run_1/floorplan.png
The bar under the picture is 20 um long. Pins as bars on the die edge. Tap cells in gray.
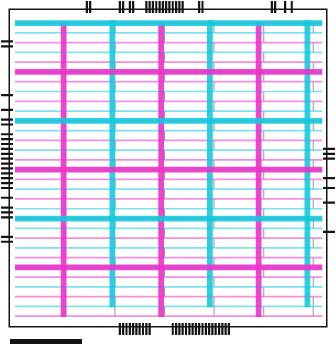
run_1/class_map.png
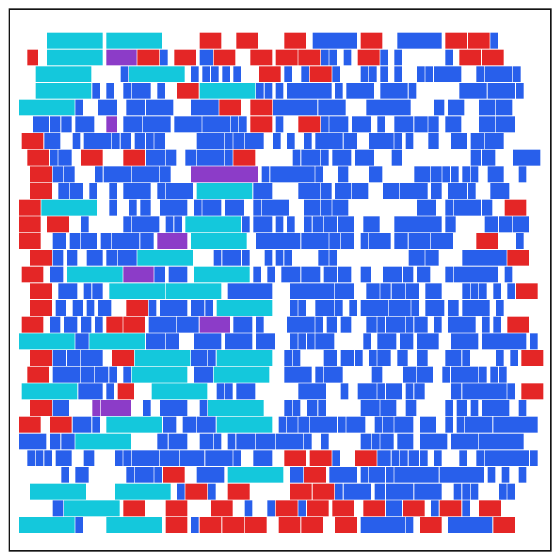
run_1/clock_wires.png
The bar under the picture is 20 um long.
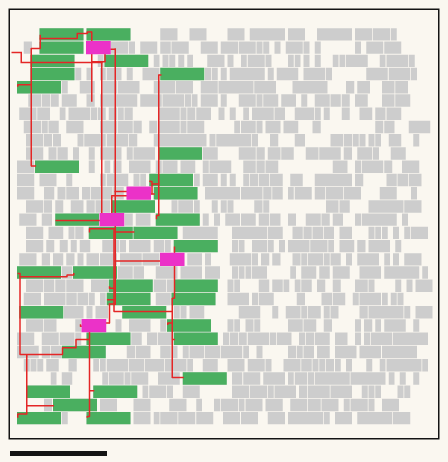
### src/rtl/snn_pkg.sv
// Shared types and width defaults for the SNN datapath (MAC -> LIF neuron).
package snn_pkg;

    // The MAC's weighted-sum width; the neuron's potential is wider for headroom.
    localparam int SNN_SUM_W = 21;
    localparam int SNN_POT_W = 24;

    // Neuron control state: integrating samples, or ignoring them after a spike.
    typedef enum logic {
        LIF_INTEG  = 1'b0,
        LIF_REFRAC = 1'b1
    } lif_state_t;

endpackage

### src/rtl/sat_add_leak.sv
// Combinational membrane update: pot - (pot >> LEAK_SHIFT) + sum, clamped to POT_W bits.
module sat_add_leak
    import snn_pkg::*;
#(
    parameter int SUM_W      = SNN_SUM_W,
    parameter int POT_W      = SNN_POT_W,
    parameter int LEAK_SHIFT = 4
) (
    input  logic [POT_W-1:0] pot_i,
    input  logic [SUM_W-1:0] sum_i,
    output logic [POT_W-1:0] next_o
);

    logic [POT_W:0] pot_w;
    logic [POT_W:0] leak_w;
    logic [POT_W:0] sum_w;
    logic [POT_W:0] acc_w;

    assign pot_w = {1'b0, pot_i};
    assign sum_w = (POT_W+1)'(sum_i);

    // A shift of zero would drain the whole potential, so it means "no leak".
    generate
        if (LEAK_SHIFT == 0) begin : g_noleak
            assign leak_w = '0;
        end else begin : g_leak
            assign leak_w = pot_w >> LEAK_SHIFT;
        end
    endgenerate

    // Leak never exceeds pot, so only the add can overflow; one extra bit catches it.
    assign acc_w = pot_w - leak_w + sum_w;

    // Clamp at all-ones instead of wrapping to a small potential.
    always_comb begin
        next_o = acc_w[POT_W-1:0];
        if (acc_w[POT_W]) next_o = '1;
    end

endmodule

### src/rtl/lif_neuron.sv
// Leaky integrate-and-fire neuron with refractory period and saturating spike counter.
module lif_neuron
    import snn_pkg::*;
#(
    parameter int SUM_W      = SNN_SUM_W,
    parameter int POT_W      = SNN_POT_W,
    parameter int LEAK_SHIFT = 4,
    parameter int REFRAC     = 2,
    parameter int CNT_W      = 8
) (
    input  logic             clk,
    input  logic             rst_n,
    input  logic [SUM_W-1:0] sum_in,
    input  logic             sum_valid,
    input  logic             clear,
    input  logic [POT_W-1:0] threshold,
    output logic             spike_out,
    output logic [POT_W-1:0] potential,
    output logic             refractory,
    output logic [CNT_W-1:0] spike_count
);

    localparam int RC_W = (REFRAC > 0) ? $clog2(REFRAC + 1) : 1;

    lif_state_t       state_q;
    logic [RC_W-1:0]  rcnt_q;
    logic [POT_W-1:0] pot_q;
    logic [POT_W-1:0] pot_d;
    logic [CNT_W-1:0] cnt_q;
    logic             spike_q;
    logic             fire;

    sat_add_leak #(
        .SUM_W      (SUM_W),
        .POT_W      (POT_W),
        .LEAK_SHIFT (LEAK_SHIFT)
    ) u_dp (
        .pot_i  (pot_q),
        .sum_i  (sum_in),
        .next_o (pot_d)
    );

    assign fire = (pot_d >= threshold);

    // Neuron FSM: integrate/fire in INTEG, drop samples in REFRAC; clear beats sum_valid.
    always_ff @(posedge clk or negedge rst_n) begin
        if (!rst_n) begin
            state_q <= LIF_INTEG;
            rcnt_q  <= '0;
            pot_q   <= '0;
            cnt_q   <= '0;
            spike_q <= 1'b0;
        end else if (clear) begin
            state_q <= LIF_INTEG;
            rcnt_q  <= '0;
            pot_q   <= '0;
            cnt_q   <= '0;
            spike_q <= 1'b0;
        end else begin
            // Spike is a pulse: it only survives the cycle it was produced in.
            spike_q <= 1'b0;
            if (sum_valid) begin
                case (state_q)
                    LIF_INTEG: begin
                        if (fire) begin
                            spike_q <= 1'b1;
                            pot_q   <= '0;
                            if (cnt_q != {CNT_W{1'b1}}) cnt_q <= cnt_q + 1'b1;
                            if (REFRAC != 0) begin
                                rcnt_q  <= RC_W'(REFRAC);
                                state_q <= LIF_REFRAC;
                            end
                        end else begin
                            pot_q <= pot_d;
                        end
                    end
                    LIF_REFRAC: begin
                        // Sample is discarded; leave on the edge that eats the last one.
                        pot_q  <= '0;
                        rcnt_q <= rcnt_q - 1'b1;
                        if (rcnt_q <= RC_W'(1)) state_q <= LIF_INTEG;
                    end
                    default: state_q <= LIF_INTEG;
                endcase
            end
        end
    end

    assign spike_out   = spike_q;
    assign potential   = pot_q;
    assign refractory  = (state_q == LIF_REFRAC);
    assign spike_count = cnt_q;

endmodule

### config.mk
export PLATFORM = sky130hd
export DESIGN_NAME = lif_neuron
export DESIGN_NICKNAME = d
export VERILOG_FILES = /design/src/rtl/snn_pkg.sv /design/src/rtl/sat_add_leak.sv /design/src/rtl/lif_neuron.sv
export SDC_FILE = /design/constraint.sdc
export NUM_CORES = 1
export LEC_CHECK = 0
export CORE_UTILIZATION = 58
export DETAILED_ROUTE_END_ITERATION = 6
export MAX_ROUTING_LAYER = met4
export PLACE_DENSITY = 0.85
export SLEW_MARGIN = 25
export SYNTH_ARGS = -nofsm -noshare
export SYNTH_HDL_FRONTEND = slang
export SYNTH_HIERARCHICAL = 1
export SYNTH_SLANG_ARGS = --single-unit
### constraint.sdc
create_clock -name clk -period 13.55 [get_ports clk]
set_clock_uncertainty 0.05 [all_clocks]
set_input_delay 2.71 -clock clk [delete_from_list [all_inputs] [get_ports clk]]
set_output_delay 2.71 -clock clk [all_outputs]
set_load 0.01 [all_outputs]
==> run_results.csv, run 1 <==
group,metric,value,unit
outcome,run_status,"complete, no violations",
final_layout,n_antenna_cell,0,
final_layout,clkCellAreaFrac,2.05,%
logic_synthesis,logic_family,"adder cells",
grt,grt_use_total,32.2,%
setup_path,cp.required,13.68,ns
grt,grtUsageMet1,46.4,%
final_layout,num-multi-input-gates,365,
floorplan,die_x,88.0,um
logic_synthesis,ys_sh_aoi,20.9,%
logic_synthesis,topCellsByArea,"dfrtp_1, ha_1, inv_1",
logic_synthesis,yosys_warnings,6,
final_layout,final_cell_area,5260,um2
setup_path,arrival,8.67,ns
logic_synthesis,syn-cell-area,4290,um2
floorplan,rows,30,
routing,wl_met3,598,um
floorplan,n_tap_cell,96,
logic_synthesis,synth_top_flop_cell,"dfrtp_1",
grt,top_usage_layer,"met2",
logic_synthesis,top_area_share,21.0,%
power,powerDensity,260,nW/um2
sta,fin_worst_hold_slack,0.468,ns
sta,finalSetupViolCount,0,
clock_network,clkLatencyLatePin,0.29,ns
setup_path,critPathMaxFanout,39,
hold_path,hp-start,"rcnt_q[1]",
final_layout,area_share_nonclk_buffers,15.8,%
final_layout,area_growth,22.7,%
routing,dr_total_vias,4156,
setup_path,regToRegEndpoint,"spike_count[0]",
final_layout,num-nets-final,730,
logic_synthesis,async_reset_ff_share,100,%
grt,grt_overflow,0,
logic_synthesis,synth_seq_share,21.0,%
final_layout,num-nonclk-buffers,84,
logic_synthesis,ys_sh_mux,0.730,%
power,leakagePower,0.00253,uW
sta,slew_viol_final,0,
final_layout,layout_top_cells,"inv_1, clkdlybuf4s50_1, ha_1",
sta,worstMarginPinSlew,0.829,ns
final_layout,final_common_cell,"inv_1",
sta,hold_viol,0,
logic_synthesis,ys_sh_xor,3.06,%
job,timing.max_cap.violations,0,
hold_path,whs_endpoint,"rcnt_q[1]",
hold_path,whs_path_depth,1,
clock_network,clk_pin_slew,0.07,ns
logic_synthesis,edf_count,0,
logic_synthesis,synth_cell_types,59,
place,post-dp-hpwl,9.27,mm
logic_synthesis,yosysCellCount,536,
hold_path,hold_path_class,"flop to flop",
final_layout,seqCellArea,901,um2
logic_synthesis,floorplan.nets,657,
setup_path,cp_common_cell,"inv_1",
clock_network,hold_buffers,0,
clock_network,clock_sinks,36,
logic_synthesis,most_common_cell,"inv_1",
place,place_area,5140,um2
setup_path,crit_path_cell_trace,"clkdlybuf4s50_1, inv_1, fa_1, inv_1, ha_1, a21oi_1, o21bai_1, a21o_1, a221o_1, a311o_1, a31oi_1, o211ai_4, nand2b_1, inv_1, ha_1, nand2b_1, a2111o_1, a31oi_1, o2111a_2, nor2_1, mux2_2",
clock_network,clockBufferDepth,2,
place,dp.cells,698,
final_layout,drive_gt1_share,4.10,%
setup_path,cp_slowest_stage_delay,0.74,ns
floorplan,fp.coreArea,6980,um2
clock_network,numCtsBuffers,5,
final_layout,comb_area_share,54.4,%
place,numPortBuffers,82,
routing,wl_met2,5.32,mm
routing,wl_met1,5.48,mm
place,place_ws,4.69,ns
clock_network,root_buffer,"clkbuf_8",
grt,grt_max_degree,40,
setup_path,critPathCaptureType,"flop",
final_layout,n_all_inverters,117,
logic_synthesis,adder_share,24.5,%
setup_path,slowest_stage,"o2111a_2",
final_layout,layout.cells.non_filler,706,
routing,drc,0,
grt,grt_pass1_vias,3880,
clock_network,postCtsSetupRepairBufs,0,
grt,use_met3,2.17,%
Notes on floorplan.png above:
- cyan: VDD
- magenta: VSS
- met5 straps: 6
- signal pins: 83
- rows: 30

Notes on class_map.png above:
- red: remaining buffers and delay cells (cells 84; share of their area 16%)
- purple: clock drivers and dummy loads (cells 8; share of their area 2.1%)
- cyan: registers (cells 36; share of their area 18%)
- blue: remaining logic cells (cells 482; share of their area 64%)
sequential share of cell area: 17.1%
final core occ: 75.3%

Notes on clock_wires.png above:
- red: clock wires (length 434 um)
- magenta: clock-net drivers (count 5)
- green: flip-flops (count 36)
- routed clock nets: 6

[run 1: state kept, by name (all words and copies together), names as in the netlist]
signal,cells
potential,24
rcnt_q,2
refractory,1
spike_count,8
spike_out,1
[run 1: worst max-delay path by stage]
stage                from              to  slack (ns)  depth (start not counted)
2_1_floorplan  sum_in[15]  spike_count[0]        6.17                         21
3_3_place_gp   sum_in[15]  spike_count[0]        4.35                         21
3_5_place_dp   sum_in[15]  spike_count[0]        4.69                         21
4_1_cts        sum_in[13]  spike_count[0]        4.98                         21
5_1_grt        sum_in[13]  spike_count[0]        4.74                         21
6_report       sum_in[13]  spike_count[0]        5.01                         21
[run 1: where the power goes]
part	switching (uW)	internal [uW]	total [uW]
registers	35.9	133	169
logic	666	439	1110
clock network	37.4	54.6	92.0
run_1/clock_nets.png
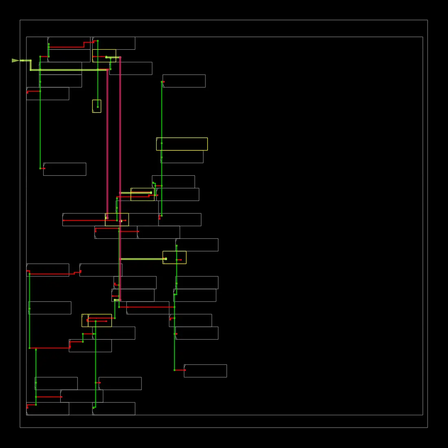

==> run 2: changes to the inputs <==
- CORE_UTILIZATION: 58 -> 54
- PLACE_DENSITY: 0.85 -> 0.8
- clock period: 13.55 -> 8.9 ns (I/O delays scaled with it)
run_2/clock_nets.png
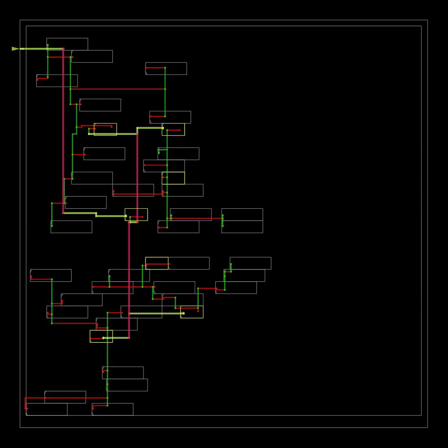
Num CTS Buffers: 5
clk pwr: 126 uW
# clk buffers: 7

==> run_results.csv, run 2 <==
group,metric,value,unit
final_layout,area_growth,22.5,%
logic_synthesis,floorplan.nets,657,
grt,grt_max_degree,39,
final_layout,drive_gt1_share,3.94,%
place,post-dp-hpwl,9.13,mm
routing,wl_met3,856,um
final_layout,seqCellArea,901,um2
clock_network,clockBufferDepth,2,
logic_synthesis,topCellsByArea,"dfrtp_1, ha_1, inv_1",
clock_network,root_buffer,"clkbuf_8",
sta,finalSetupViolCount,0,
clock_network,clk_pin_slew,0.07,ns
floorplan,fp.coreArea,7690,um2
final_layout,n_antenna_cell,0,
grt,grtUsageMet1,40.3,%
logic_synthesis,edf_count,0,
power,p_comb,1700,uW
routing,dr_total_vias,4136,
power,powerDensity,397,nW/um2
routing,drc,0,
setup_path,critPathMaxFanout,26,
logic_synthesis,synth_seq_share,21.0,%
setup_path,crit_path_cell_trace,"clkdlybuf4s50_1, inv_1, fa_1, inv_1, ha_1, a21o_1, o21bai_1, a21o_1, a221o_1, a311o_1, a311o_1, o211ai_2, nand2_1, ha_1, nand4_2, nor4_2, nand4_1, o2111a_1, buf_4, or4_1, a21oi_1",
setup_path,crit_cells,21,
grt,use_met3,3.77,%
job,timing.max_cap.violations,0,
power,p_int,944,uW
logic_synthesis,ys_sh_xor,3.06,%
logic_synthesis,yosysCellCount,536,
grt,grt_use_total,29.3,%
setup_path,arrival,8.06,ns
logic_synthesis,synth_top_flop_cell,"dfrtp_1",
sta,worstMarginPinSlew,1.06,ns
place,place_area,5150,um2
grt,top_usage_layer,"met2",
power,p_seq,257,uW
logic_synthesis,adder_share,24.5,%
power,combinationalPowerShare,81.6,%
setup_path,cp.required,9.06,ns
grt,grt_pass1_vias,3973,
routing,wl_met1,5.27,mm
clock_network,hold_buffers,0,
sta,fin_worst_hold_slack,0.452,ns
setup_path,timing.critical_path.to,"spike_count[6]",
logic_synthesis,async_reset_ff_share,100,%
sta,hold_viol,0,
floorplan,die_x,91.1,um
logic_synthesis,most_common_cell,"inv_1",
logic_synthesis,yosys_warnings,6,
setup_path,slowest_stage,"or4_1",
final_layout,final_cell_area,5250,um2
power,p_sw_share,54.7,%
final_layout,final_common_cell,"inv_1",
logic_synthesis,syn-cell-area,4290,um2
setup_path,regToRegEndpoint,"spike_count[6]",
sta,slew_viol_final,0,
logic_synthesis,top_area_share,21.0,%
power,seqPwrFrac,12.3,%
place,dp.cells,704,
setup_path,critPathCaptureType,"flop",
outcome,run_status,"complete, no violations",
clock_network,postCtsSetupRepairBufs,0,
run_2/clock_wires.png
The bar under the picture is 20 um long.
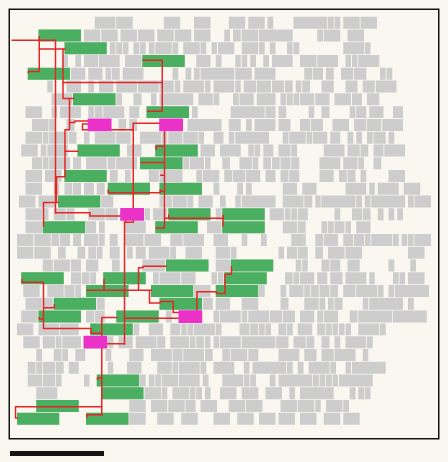
- red: clock wires (length 475 um)
- green: flip-flops (count 36)
- magenta: clock-net drivers (count 5)
- routed clock nets: 6

## run 2: cell counts after synthesis
No cell type changed its count.
## run 2: final cells by class
cell class | count | area share, %
multi-input cells | 365 | 54.4
flip-flops and latches | 36 | 17.2
repair buffers | 84 | 15.8
inverters | 117 | 8.37
well taps | 102 | 2.43
clock buffers | 7 | 1.84
## run 2: how the worst min path moves through the flow
stage / start / depth (start not counted) / end
after floorplan: rcnt_q[1] / 1 / rcnt_q[1]
after global placement: rcnt_q[1] / 1 / rcnt_q[1]
after detailed placement: rcnt_q[1] / 1 / rcnt_q[1]
after CTS: rcnt_q[1] / 1 / rcnt_q[1]
after global routing: rcnt_q[0] / 1 / rcnt_q[0]
final: rcnt_q[1] / 1 / rcnt_q[1]
Power figures rest on the tool's default switching activity, not on a simulated workload.
